run_1/placed.png
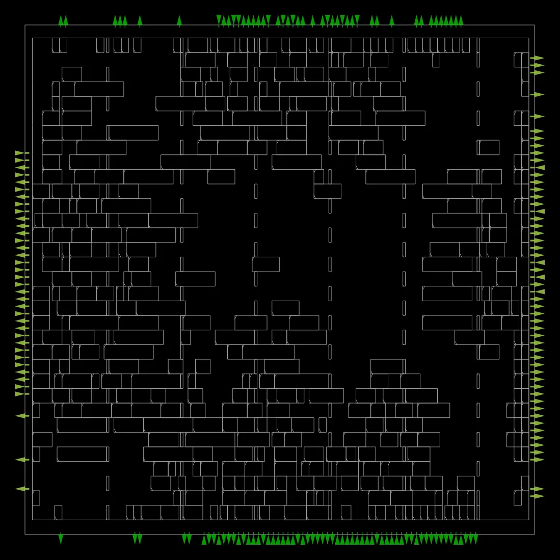
run_1/m2.png
Scale bar: 20 µm.
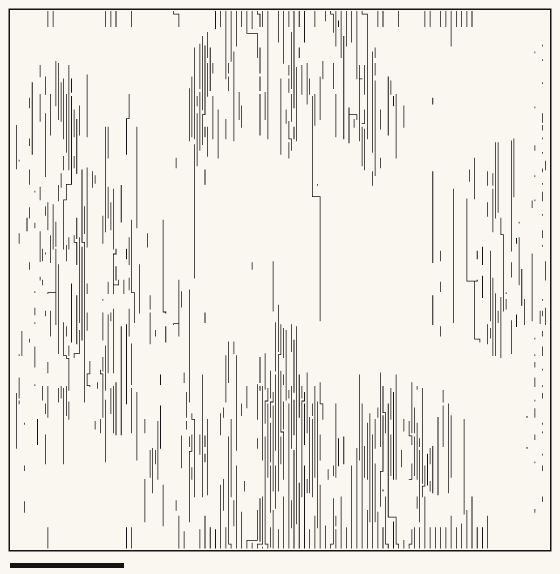
run_1/util_map.png
9 x 9 tiles, from white (low) to dark blue (high), 0 to 100% covered.
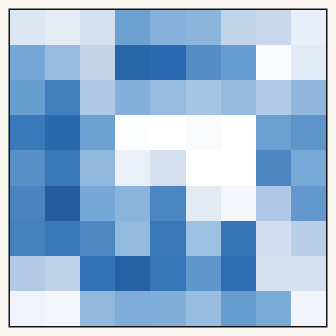
$ cat src/rtl/branch_pkg.sv
// Shared types and constants for the branch/jump resolution controller.
package branch_pkg;

  localparam logic [2:0] F3_BEQ  = 3'b000;
  localparam logic [2:0] F3_BNE  = 3'b001;
  localparam logic [2:0] F3_BLT  = 3'b100;
  localparam logic [2:0] F3_BGE  = 3'b101;
  localparam logic [2:0] F3_BLTU = 3'b110;
  localparam logic [2:0] F3_BGEU = 3'b111;

  typedef enum logic {
    RUN        = 1'b0,
    REDIR_PEND = 1'b1
  } br_state_t;

endpackage

$ cat src/rtl/branch_ctrl_if.sv
// Bundle of EX-stage, fetch and pipeline-register control signals around branch_ctrl.
// master: pipeline side (drives EX/ID info and if_ready); slave: the controller.
interface branch_ctrl_if #(
  parameter int XLEN  = 32,
  parameter int CNT_W = 32
);
  logic             ex_valid;
  logic             ex_branch;
  logic             ex_jump;
  logic [2:0]       ex_funct3;
  logic             ex_zero;
  logic             ex_pos;
  logic             ex_ltu;
  logic [XLEN-1:0]  ex_target;
  logic             ex_mem_read;
  logic [4:0]       ex_rd;
  logic [4:0]       id_rs1;
  logic [4:0]       id_rs2;
  logic             id_use_rs2;
  logic             if_ready;
  logic             pc_sel;
  logic [XLEN-1:0]  pc_target;
  logic             pc_write;
  logic             if_id_write;
  logic             if_id_flush;
  logic             id_ex_flush;
  logic             br_taken;
  logic             redirect_busy;
  logic [CNT_W-1:0] br_cnt;
  logic [CNT_W-1:0] taken_cnt;
  logic [CNT_W-1:0] stall_cnt;

  modport master (
    output ex_valid, ex_branch, ex_jump, ex_funct3, ex_zero, ex_pos, ex_ltu,
           ex_target, ex_mem_read, ex_rd, id_rs1, id_rs2, id_use_rs2, if_ready,
    input  pc_sel, pc_target, pc_write, if_id_write, if_id_flush, id_ex_flush,
           br_taken, redirect_busy, br_cnt, taken_cnt, stall_cnt
  );

  modport slave (
    input  ex_valid, ex_branch, ex_jump, ex_funct3, ex_zero, ex_pos, ex_ltu,
           ex_target, ex_mem_read, ex_rd, id_rs1, id_rs2, id_use_rs2, if_ready,
    output pc_sel, pc_target, pc_write, if_id_write, if_id_flush, id_ex_flush,
           br_taken, redirect_busy, br_cnt, taken_cnt, stall_cnt
  );
endinterface

$ cat src/rtl/branch_cond.sv
// Combinational branch condition: funct3 plus ALU compare flags -> taken condition.
module branch_cond
  import branch_pkg::*;
(
  input  logic [2:0] funct3,
  input  logic       zero,
  input  logic       pos,
  input  logic       ltu,
  output logic       cond
);

  // Decode funct3; 010/011 are not branch encodings and never take.
  always_comb begin
    cond = 1'b0;
    case (funct3)
      F3_BEQ:  cond = zero;
      F3_BNE:  cond = ~zero;
      F3_BLT:  cond = ~pos & ~zero;
      F3_BGE:  cond = pos | zero;
      F3_BLTU: cond = ltu;
      F3_BGEU: cond = ~ltu;
      default: cond = 1'b0;
    endcase
  end

endmodule

$ cat src/rtl/branch_ctrl.sv
// Branch/jump resolution and pipeline-control sequencer.
// Optional statistics counters are built when BRANCH_STATS_EN is defined;
// otherwise the counter ports read as 0.
//
// state      | meaning
// RUN        | normal flow; redirect/flush/stall decided combinationally this cycle
// REDIR_PEND | taken redirect not yet accepted by fetch; hold pend_target, flush all
module branch_ctrl
  import branch_pkg::*;
#(
  parameter int XLEN  = 32,
  parameter int CNT_W = 32
) (
  input  logic          clk,
  input  logic          rst_n,
  branch_ctrl_if.slave  bus
);

  br_state_t       state;
  logic [XLEN-1:0] pend_target;
  logic            cond;
  logic            taken_run;
  logic            lu_haz;

  branch_cond u_cond (
    .funct3 (bus.ex_funct3),
    .zero   (bus.ex_zero),
    .pos    (bus.ex_pos),
    .ltu    (bus.ex_ltu),
    .cond   (cond)
  );

  assign taken_run = bus.ex_valid & (bus.ex_jump | (bus.ex_branch & cond));
  assign lu_haz    = bus.ex_valid & bus.ex_mem_read & (bus.ex_rd != 5'd0) &
                     ((bus.ex_rd == bus.id_rs1) |
                      (bus.id_use_rs2 & (bus.ex_rd == bus.id_rs2)));

  // Output decode; reset forces the quiet values since RUN outputs are Mealy.
  // A redirect wins over a load-use stall: the stalled instruction is wrong-path.
  always_comb begin
    bus.pc_sel        = 1'b0;
    bus.pc_target     = '0;
    bus.pc_write      = 1'b1;
    bus.if_id_write   = 1'b1;
    bus.if_id_flush   = 1'b0;
    bus.id_ex_flush   = 1'b0;
    bus.br_taken      = 1'b0;
    bus.redirect_busy = 1'b0;
    if (rst_n) begin
      if (state == RUN) begin
        bus.pc_sel      = taken_run;
        bus.pc_target   = bus.ex_target;
        bus.if_id_flush = taken_run;
        bus.id_ex_flush = taken_run | lu_haz;
        bus.pc_write    = taken_run | ~lu_haz;
        bus.if_id_write = taken_run | ~lu_haz;
        bus.br_taken    = taken_run;
      end else begin
        bus.pc_sel        = 1'b1;
        bus.pc_target     = pend_target;
        bus.if_id_flush   = 1'b1;
        bus.id_ex_flush   = 1'b1;
        bus.redirect_busy = 1'b1;
      end
    end
  end

  // Redirect FSM: hold the target until fetch accepts it.
  always_ff @(posedge clk or negedge rst_n) begin
    if (!rst_n) begin
      state       <= RUN;
      pend_target <= '0;
    end else begin
      case (state)
        RUN: begin
          if (taken_run && !bus.if_ready) begin
            pend_target <= bus.ex_target;
            state       <= REDIR_PEND;
          end
        end
        REDIR_PEND: begin
          if (bus.if_ready) state <= RUN;
        end
        default: state <= RUN;
      endcase
    end
  end

`ifdef BRANCH_STATS_EN
  logic [CNT_W-1:0] br_cnt_q;
  logic [CNT_W-1:0] taken_cnt_q;
  logic [CNT_W-1:0] stall_cnt_q;
  logic             in_run;

  assign in_run = (state == RUN);

  // Free-running statistics, wrapping naturally at 2^CNT_W.
  always_ff @(posedge clk or negedge rst_n) begin
    if (!rst_n) begin
      br_cnt_q    <= '0;
      taken_cnt_q <= '0;
      stall_cnt_q <= '0;
    end else begin
      if (in_run && bus.ex_valid && (bus.ex_branch || bus.ex_jump))
        br_cnt_q <= br_cnt_q + 1'b1;
      if (in_run && taken_run)
        taken_cnt_q <= taken_cnt_q + 1'b1;
      if (in_run && lu_haz && !taken_run)
        stall_cnt_q <= stall_cnt_q + 1'b1;
    end
  end

  assign bus.br_cnt    = br_cnt_q;
  assign bus.taken_cnt = taken_cnt_q;
  assign bus.stall_cnt = stall_cnt_q;
`else
  assign bus.br_cnt    = '0;
  assign bus.taken_cnt = '0;
  assign bus.stall_cnt = '0;
`endif

endmodule

$ cat src/flat_wrapper.sv
// flat-port wrapper written by rule: the top's interface ports become plain ports
module branch_ctrl_flat import branch_pkg::*;
#(
  parameter int XLEN  = 32,
  parameter int CNT_W = 32
)
  (clk, rst_n, bus_ex_valid, bus_ex_branch, bus_ex_jump, bus_ex_funct3, bus_ex_zero, bus_ex_pos, bus_ex_ltu, bus_ex_target, bus_ex_mem_read, bus_ex_rd, bus_id_rs1, bus_id_rs2, bus_id_use_rs2, bus_if_ready, bus_pc_sel, bus_pc_target, bus_pc_write, bus_if_id_write, bus_if_id_flush, bus_id_ex_flush, bus_br_taken, bus_redirect_busy, bus_br_cnt, bus_taken_cnt, bus_stall_cnt);
  branch_ctrl_if #(.XLEN(XLEN), .CNT_W(CNT_W)) bus_i ();
  input  logic clk;
  input  logic rst_n;
  input wire logic [$bits(bus_i.ex_valid)-1:0] bus_ex_valid;
  input wire logic [$bits(bus_i.ex_branch)-1:0] bus_ex_branch;
  input wire logic [$bits(bus_i.ex_jump)-1:0] bus_ex_jump;
  input wire logic [$bits(bus_i.ex_funct3)-1:0] bus_ex_funct3;
  input wire logic [$bits(bus_i.ex_zero)-1:0] bus_ex_zero;
  input wire logic [$bits(bus_i.ex_pos)-1:0] bus_ex_pos;
  input wire logic [$bits(bus_i.ex_ltu)-1:0] bus_ex_ltu;
  input wire logic [$bits(bus_i.ex_target)-1:0] bus_ex_target;
  input wire logic [$bits(bus_i.ex_mem_read)-1:0] bus_ex_mem_read;
  input wire logic [$bits(bus_i.ex_rd)-1:0] bus_ex_rd;
  input wire logic [$bits(bus_i.id_rs1)-1:0] bus_id_rs1;
  input wire logic [$bits(bus_i.id_rs2)-1:0] bus_id_rs2;
  input wire logic [$bits(bus_i.id_use_rs2)-1:0] bus_id_use_rs2;
  input wire logic [$bits(bus_i.if_ready)-1:0] bus_if_ready;
  output wire logic [$bits(bus_i.pc_sel)-1:0] bus_pc_sel;
  output wire logic [$bits(bus_i.pc_target)-1:0] bus_pc_target;
  output wire logic [$bits(bus_i.pc_write)-1:0] bus_pc_write;
  output wire logic [$bits(bus_i.if_id_write)-1:0] bus_if_id_write;
  output wire logic [$bits(bus_i.if_id_flush)-1:0] bus_if_id_flush;
  output wire logic [$bits(bus_i.id_ex_flush)-1:0] bus_id_ex_flush;
  output wire logic [$bits(bus_i.br_taken)-1:0] bus_br_taken;
  output wire logic [$bits(bus_i.redirect_busy)-1:0] bus_redirect_busy;
  output wire logic [$bits(bus_i.br_cnt)-1:0] bus_br_cnt;
  output wire logic [$bits(bus_i.taken_cnt)-1:0] bus_taken_cnt;
  output wire logic [$bits(bus_i.stall_cnt)-1:0] bus_stall_cnt;
  assign bus_i.ex_valid = bus_ex_valid;
  assign bus_i.ex_branch = bus_ex_branch;
  assign bus_i.ex_jump = bus_ex_jump;
  assign bus_i.ex_funct3 = bus_ex_funct3;
  assign bus_i.ex_zero = bus_ex_zero;
  assign bus_i.ex_pos = bus_ex_pos;
  assign bus_i.ex_ltu = bus_ex_ltu;
  assign bus_i.ex_target = bus_ex_target;
  assign bus_i.ex_mem_read = bus_ex_mem_read;
  assign bus_i.ex_rd = bus_ex_rd;
  assign bus_i.id_rs1 = bus_id_rs1;
  assign bus_i.id_rs2 = bus_id_rs2;
  assign bus_i.id_use_rs2 = bus_id_use_rs2;
  assign bus_i.if_ready = bus_if_ready;
  assign bus_pc_sel = bus_i.pc_sel;
  assign bus_pc_target = bus_i.pc_target;
  assign bus_pc_write = bus_i.pc_write;
  assign bus_if_id_write = bus_i.if_id_write;
  assign bus_if_id_flush = bus_i.if_id_flush;
  assign bus_id_ex_flush = bus_i.id_ex_flush;
  assign bus_br_taken = bus_i.br_taken;
  assign bus_redirect_busy = bus_i.redirect_busy;
  assign bus_br_cnt = bus_i.br_cnt;
  assign bus_taken_cnt = bus_i.taken_cnt;
  assign bus_stall_cnt = bus_i.stall_cnt;
  branch_ctrl #(.XLEN(XLEN), .CNT_W(CNT_W)) u_core (.clk(clk), .rst_n(rst_n), .bus(bus_i));
endmodule
$ cat config.mk
export PLATFORM = sky130hd
export DESIGN_NAME = branch_ctrl_flat
export DESIGN_NICKNAME = d
export VERILOG_FILES = /design/src/rtl/branch_pkg.sv /design/src/rtl/branch_ctrl_if.sv /design/src/rtl/branch_cond.sv /design/src/rtl/branch_ctrl.sv /design/src/flat_wrapper.sv
export SDC_FILE = /design/constraint.sdc
export NUM_CORES = 1
export LEC_CHECK = 0
export CAP_MARGIN = 10
export CORE_UTILIZATION = 33
export DETAILED_ROUTE_END_ITERATION = 8
export PLACE_DENSITY = 0.79
export SYNTH_ARGS = -nofsm -noshare
export SYNTH_HDL_FRONTEND = slang
export SYNTH_SLANG_ARGS = --single-unit
$ cat constraint.sdc
create_clock -name clk -period 2 [get_ports clk]
set_input_delay 0.4 -clock clk [delete_from_list [all_inputs] [get_ports clk]]
set_output_delay 0.4 -clock clk [all_outputs]
set_load 0.02 [all_outputs]
==> summary.txt, run 1 <==
flow finished, numbers: RSZ-0062 raised after global routing true, worst hold path type primary input to async pin, clock sink count 33, initial antenna violation count 0, CP arrival 1.71 ns, Critical Path Slowest Stage Cell or4_4, Top-area cell share between 20% and 30%, first-pass GRT wire length 9.51 mm, H-tree level count 2, storage element area 827 µm², drt pass-1 iters 3, Yosys chip area about 2800 µm², ClkCell Share 2.25%, Die W 94.9 µm, flop count 33, I/O pin total 196, biggest area cells dfrtp_1, buf_4, mux2_4, mux2i_1, nor2_1, Leak Pwr around 0.0020 µW, Final WS setup -0.109 ns, Synth flops 33, total grt overflow 0, Syn. warnings 0, max reg flops 32, power density cells 647 nW/µm², uppermost layer routed met4, routing usage on met2 26.0%, Max VDD drop around 0.00034 V, crit-path cells buf_6 -> buf_6 -> or4_4 -> nor2_4 -> nor3_2 -> o31a_1 -> buf_6, bufs w/o clock 122, Yosys Instances between 200 and 300, Latency at later pin 0.28 ns, vias approximately 2.0k, layout clock buffer count 5, failing checks negative setup slack, Final setup viols 5, Final Cell Area 3840 µm², CP Class primary input to output pin, Comb gate area approximately 1700 µm², fin cells 498, DRC 0, CTS clk-pin slew, worst paths 0.08 ns, RePlAce Congestion 0.802, Seq/Total Area, Yosys around 29%, Vias/cell 4.10, CTS tree built, Non-clock buffer share 29.5%, Worst Path Max Fanout 2, post-synth top area cell dfrtp_1, Mapped Area 2850 µm², Met2 Wirelength 3.36 mm, setup TNS -0.265 ns, Port Buffer Count 99, hold_ws 0.126 ns, largest net degree at the start of global routing 30, layout net count 453, Root Buffer Master clkbuf_8, Top Usage Layer GRT met2, vias in the first global route ~2.0k, met3 WL approximately 340 µm, Inverters 1, Ant. Diodes 0, M1 WL between 2 and 2.5 mm, placed cells a little under 500, Unique cell types 29, Rows 33, status finished with violations, skew final 0.00550 ns, Detail Route Antenna Nets 0, logic share of the area 43.2%, chip height roughly 95 µm
-- placed.png (at the start) --
flop share of the area: 21.5%
# fillers: 801
tap cell count: 105
fin util: 46.3%
core area: 8300 µm²

-- m2.png (at the start) --
nets with wire on the layer	423
main direction	vertical

-- util_map.png (at the start) --
densest ninth of the die	left middle
nearly empty tiles	7.4%
fullest tile	82%
mean over tiles	41%
FP Util: 34.3%

==> run 1: path summary, 6_finish.rpt <==
check | end | cells past startpoint | slack, ns | startpoint
setup / recovery | bus_id_ex_flush | 7 | -0.11 | bus_ex_rd[2]
hold / removal | u_core.pend_target[23] | 2 | 0.13 | rst_n
setup reg to reg | u_core.pend_target[31] | 5 | 0.37 | u_core.state
hold reg to reg | u_core.pend_target[31] | 1 | 0.51 | u_core.pend_target[31]
max in group asynchronous | u_core.state | 3 | 1.61 | rst_n
min in group clk | u_core.pend_target[31] | 1 | 0.51 | u_core.pend_target[31]
==> run 1: report_power, final <==
group	total [µW]	switching [µW]	leakage [µW]	internal (µW)
Sequential	938	99.8	0.000390	839
Clock	503	263	0.0000439	240
Combinational	1050	517	0.00156	528
==> run 1: kinds of logic (layout without fill, tap and decap cells) <==
group	after synthesis	count (layout)	share of synthesized area (%)
compound gates	5	5	1.98
other cells	1	96	0.132
xor+xnor	11	11	3.38
flops	33	33	29.0
simple gates	53	53	8.44
buf+inv	109	131	29.2
mux	64	64	27.9
==> run 1: Yosys cell counts <==
master    number
buf_4         99
nor2_1        38
dfrtp_1       33
mux2i_1       32
mux2_4        30
xor2_1         9
buf_12         3
clkbuf_1       3
nand2_1        3
nor3_1         3
and2_1         2
buf_2          2
mux2_2         2
xnor2_1        2
a31o_4         1
a32oi_1        1
and3_1         1
buf_1          1
clkinv_1       1
conb_1         1
nand2_8        1
nand3_1        1
nor3b_1        1
nor4_1         1
o21ai_0        1
o31a_1         1
o41ai_2        1
or3_1          1
or4_1          1
==> run 1: what timing repair did <==
action	4_1_cts	5_1_grt
gates resized	129	21
buffers inserted	4	0
endpoints found under the setup margin	71	8
hold endpoints to repair	0	0
hold buffers	0	0
pin swaps	17	4
## Run 2: what changed since run 1
Settings changed: CORE_AREA set to 2 2 76 78, CORE_UTILIZATION 33 to not set, DIE_AREA set to 0 0 78 80, DONT_BUFFER_PORTS set to 1, PLACE_DENSITY 0.79 to 0.71.
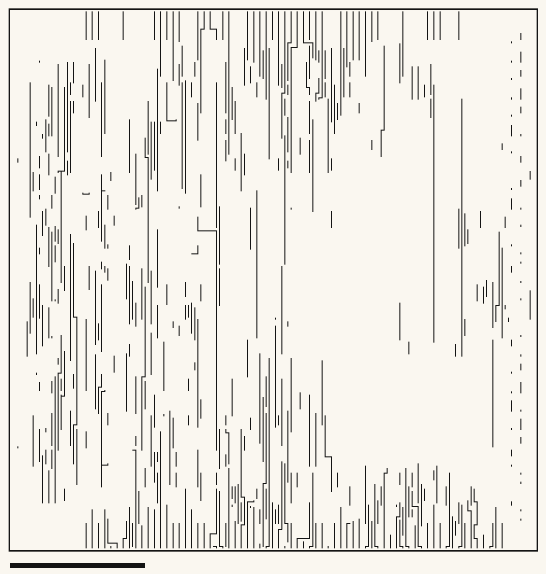
run_2/m2.png
Scale bar: 20 µm.
share of all routed wire	50%
nets with wire on the layer	338
main direction	vertical
wire length on this layer	2460 µm

==> summary.txt, run 2 <==
flow finished, numbers: status complete, no violations, Inverters 1, Max Fclk between 500 and 600 MHz, Final period util 96.6%, Detail Route Antenna Nets 0, vias between 1.5k and 2k, fin cells 385, Synth flops 33, count of multi-input gates 229, worst hold path type primary input to flop, chip area 6240 µm², setup TNS 0 ns, flop share of the area 28.3%, Comb gate area 1560 µm², Yosys chip area 2850 µm², Async SR Flop Fraction 100%, Port Buffer Count 0, biggest area cells dfrtp_1, buf_4, mux2_4, mux2i_1, nor2_1, Period minus WS final 1.93 ns, max cap viols 0, CTS tree built, Final WS setup a little under 0.07 ns, count leader, synth buf_4, flop count 33, hold_ws 0.171 ns, Syn. warnings 0, logic share of the area 53.5%, Final setup viols 0, post-synth top area cell dfrtp_1, clock tree buffer depth 2, Post-synth top cells buf_4, nor2_1, dfrtp_1, storage element area 827 µm², Vias/cell 4.46, CTS Buf Count 5, final hold vios 0, most numerous logic cells after layout conb_1, buf_4, nor2_1, CTS clk-pin slew, worst paths about 0.07 ns, chip height 80 µm, Mapped Area 2850 µm², # Post-CTS Setup Buffers 0, RSZ-0062 raised after global routing false, uppermost layer routed met4, Largest Register u_core.pend_target, total power 2300 µW, share of layout cells above drive strength 1 27.8%, Post-Place Worst Slack 0.00134 ns, first-pass GRT wire length between 7 and 8 mm, max reg flops 32, Leak Pwr approximately 0.0015 µW, DRC 0, tool warnings 26, placed cells 375, total grt overflow 0, I/O pin total between 150 and 200, GRT Util Overall 15.4%, Latency at later pin ~0.28 ns, met3 WL 515 µm, CP arrival 1.53 ns, Worst Path Required 1.60 ns, startpoint types primary input, M1 WL between 1.5 and 2 mm, Non-clock buffer share between 10% and 20%, Max VDD drop 0.000405 V, skew final 0.00339 ns, Met2 Wirelength 2.46 mm, Top-area cell share 29.0%, Ant. Diodes 0, Gate Count Post-Synth 276, layout net count 373, Root Buffer Master clkbuf_8, main flop type dfrtp_1, H-tree level count 2, tap cell count just over 70, syn_area_per_cell 10.3 µm², layout clock buffer count 6, power density cells just under 800 nW/µm², Final Cell Area about 3000 µm², HPWL after DPL between 3 and 4 mm, number of DRC markers in iteration 0 33, clock sink count 33, FP Util 52.7%, RePlAce Congestion just over 0.7, Yosys Instances between 200 and 300, bufs w/o clock 42, drt pass-1 iters 4, Largest cell class logic gates, initial antenna violation count 0, Area growth syn-to-layout 2.64%, Worst Setup End Kind output pin, routed len/inst 12.8 µm, final slew viol count 0, Post-synth EDFFs 0, Unique cell types 29, Worst Path Max Fanout 3, Seq/Total Area, Yosys 29.0%, ClkCell Share under 10%, most numerous logic cell after layout conb_1, Rows 27, # fillers 477, placed cell areas 2810 µm², largest net degree at the start of global routing 34, total wire length 4.94 mm, Die W 78 µm, vias in the first global route around 1.6k, largest registers u_core.pend_target x32, u_core.state x1, CP Class primary input to output pin
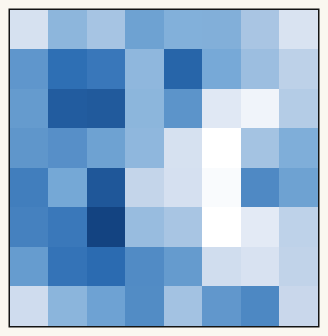
run_2/util_map.png
8 x 8 tiles, from white (low) to dark blue (high), 0 to 100% covered.
fullest tile	93%
mean over tiles	45%
nearly empty tiles	3.1%
densest ninth of the die	left middle
tiles over 75% full	9.4%
core area: 5410 µm²
fin util: 54.1%

==> run 2: cell counts after synthesis <==
Identical to the previous run, type by type.
==> run 2: worst max-delay path, stage by stage <==
cell     delay [ns]
xor2_1         0.14
nor4_1         0.28
a32oi_1        0.16
nor3_2         0.24
o31a_1         0.31
==> run 2: layer usage <==
layer	global-route usage, %	vias to the layer above
met5	0	-
met4	3.68	0
met3	6.00	5
met2	26.1	100
met1	18.4	824
li1	-	787
==> run 2: kinds of logic (layout without fill, tap and decap cells) <==
group | count (synthesis) | count (layout) | share of synthesized area, %
buffers and inverters | 109 | 51 | 29.2
xor gates and xnor gates | 11 | 11 | 3.38
muxes | 64 | 64 | 27.9
other | 1 | 96 | 0.132
DFF | 33 | 33 | 29.0
and+or+nand+nor | 53 | 53 | 8.44
AOI/OAI and AO/OA | 5 | 5 | 1.98
==> run 2: final timing paths <==
check | slack (ns) | cells after the start | endpoint | startpoint
worst max-delay path | 0.07 | 5 | bus_id_ex_flush | bus_ex_rd[3]
worst min-delay path | 0.17 | 1 | u_core.state | bus_if_ready
worst max register to register | 0.51 | 4 | u_core.pend_target[17] | u_core.state
worst min register to register | 0.51 | 1 | u_core.pend_target[1] | u_core.pend_target[1]
max in group asynchronous | 1.25 | 2 | u_core.state | rst_n
min in group asynchronous | 0.56 | 2 | u_core.pend_target[16] | rst_n
==> run 2: report_power, final <==
| group | total, µW | switching [µW] | internal [µW] |
|---|---|---|---|
| registers | 938 | 99.4 | 839 |
| logic | 868 | 452 | 415 |
| clock network | 493 | 251 | 241 |
==> run 2: repair_timing <==
item                                    CTS  global route
endpoints found under the hold margin    33             0
endpoints found under the setup margin    1             0
hold buffers                              2             0
resized                                   1             0
## Run 3: what changed since run 2
==> constraint.sdc (replaced) <==
create_clock -name clk -period 2 [get_ports clk]
set_input_delay 0.4 -clock clk [delete_from_list [all_inputs] [get_ports clk]]
set_output_delay 0.4 -clock clk [all_outputs]
set_load 0.05 [all_outputs]
==> summary.txt, run 3 <==
flow finished, numbers: startpoint types primary input, routed len/inst 12.6 µm, biggest area cells dfrtp_1, buf_4, mux2_4, mux2i_1, nor2_1, largest non-sequential cell family by area buffers and inverters, CTS clk-pin slew, worst paths 0.06 ns, clock sink count 33, Unique cell types 29, number of DRC markers in iteration 0 37, Sw Pwr ~1200 µW, status finished with violations, final slew viol count 0, Post-synth mux share between 20 and 30%, Top Usage Layer GRT met2, part of the power in registers 33.7%, Final WS setup -0.0643 ns, adder-cell area share of the yosys netlist 0%, Post-synth EDFFs 0, core area 5410 µm², met1 usage 19.0%, drt pass-1 iters 3, Ant. Diodes 0, final hold vios 0, Seq/Total Area, Yosys 29.0%, Die W slightly below 80 µm, vias in the first global route 1581, Async SR Flop Fraction 100%, H-tree level count 2, Final setup viols 3, DRC 0, chip area 6240 µm², post-synth top area cell dfrtp_1, most numerous logic cell after layout conb_1, largest net degree at the start of global routing 34, storage element area 827 µm², largest registers u_core.pend_target x32, u_core.state x1, total wire length 4.95 mm, Worst Path Max Fanout 3, first-pass GRT wire length 7.64 mm, switching share of total power 42.7%, routing usage on met2 roughly a quarter, area share of and/or/nand/nor cells after synthesis 8.44%, met3 usage 4.86%, Comb. pwr 1300 µW, layout net count 380, Mapped Area 2850 µm², Leak Pwr 0.00161 µW, Max Fclk 484 MHz, GRT Util Overall 15.6%, CP Class primary input to output pin, tool warnings 29, Root Buffer Master clkbuf_8, Vias/cell 4.31, CP arrival 1.66 ns, Int Power around 1600 µW, count leader, synth buf_4, Detail Route Antenna Nets 0, worst hold path type primary input to flop, CTS Buf Count 5, R2R setup slack 0.58 ns, Post-synth top cells buf_4, nor2_1, dfrtp_1, Area growth syn-to-layout 8.17%, Comb gate area 1630 µm², chip height 80 µm, power density cells 902 nW/µm², Clk. pwr 543 µW, CTS tree built, Latency at later pin 0.28 ns, max cap viols 0, Max VDD drop between 0.0004 and 0.0005 V, initial antenna violation count 0, Seq. pwr 935 µW, Yosys Instances roughly 280, Gate Count Post-Synth 276, Syn. warnings 0, Worst Path Required between 1.5 and 2 ns, Top pwr grp combinational logic, # fillers about 480, failing checks negative setup slack
==> run 3: cell counts after synthesis <==
Identical to the previous run, type by type.
==> run 3: path summary, 6_finish.rpt <==
kind                                     endpoint  cells after the start             startpoint
max reg2reg                 u_core.pend_target[8]                      4           u_core.state
max                               bus_id_ex_flush                      6           bus_ex_rd[1]
min in group asynchronous  u_core.pend_target[22]                      2                  rst_n
min reg2reg                 u_core.pend_target[0]                      1  u_core.pend_target[0]
min                                  u_core.state                      1           bus_if_ready
max in group asynchronous            u_core.state                      2                  rst_n
==> run 3: area by class of cell <==
cell class	instances	area share, %
inverter	1	0.122
tap	72	2.92
clock buffer	7	3.13
timing repair buffer	49	14.1
sequential	33	26.8
multi-input combinational	229	52.8
clock inverter	1	0.162
==> run 3: per-stage QoR <==
stage / area (µm²) / util, % / setup TNS [ns] / total power [µW] / std cells
6_report: 3080 / 57.0 / -0.0651 / 2780 / 392
5_1_grt: 3080 / 57.0 / -0.255 / 2910 / 392
2_1_floorplan: 3270 / - / -0.188 / 2190 / 371
3_3_place_gp: 2910 / 53.9 / -0.0357 / 2190 / 380
3_5_place_dp: 2910 / 53.9 / -0.243 / 2210 / 380
4_1_cts: 3070 / 56.7 / -0.0232 / 2800 / 391
==> run 3: routing by layer <==
layer | vias to the layer above | share of wire, %
met5 | - | 0
met4 | 0 | 0.87
met3 | 5 | 8.9
met2 | 89 | 51
met1 | 796 | 39
li1 | 798 | -
==> run 3: repair_timing <==
item / CTS / global route
buffers inserted: 1 / 1
resized: 3 / 2
endpoints found under the setup margin: 3 / 3
pin swaps: 4 / 3
hold buffers: 2 / 0
endpoints found under the hold margin: 33 / 0
==> run 3: worst max-delay path, cell delays in order <==
cell and delay [ns]:
or4_4 0.52, nor2_2 0.10, nor3_2 0.05, buf_4 0.15, o31a_4 0.29, buf_12 0.15
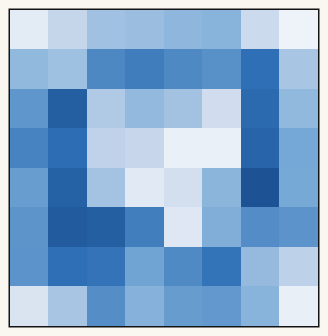
run_3/util_map.png
8 x 8 tiles, from white (low) to dark blue (high), 0 to 100% covered.
emptiest ninth of the die	middle
fullest tile	86%
densest ninth of the die	left middle
mean over tiles	48%
fin util: 57.0%
FP Util: 52.7%

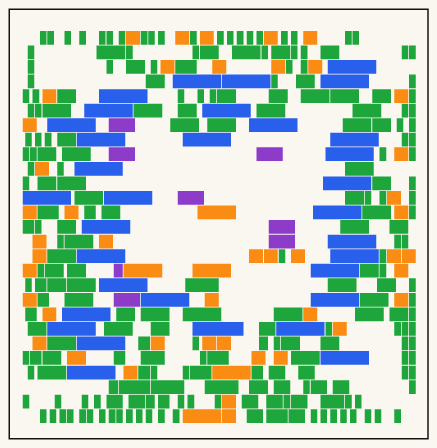
run_3/class_map.png
class	colour	cells	share of their area
remaining logic cells	green	230	54%
clock drivers and dummy loads	purple	8	3.4%
remaining buffers and delay cells	orange	49	14%
registers	blue	33	28%
Final Cell Area: 3080 µm²
Rows: 27
flop share of the area: 26.8%

No activity file was given, so power comes from the tool's default toggle rates.
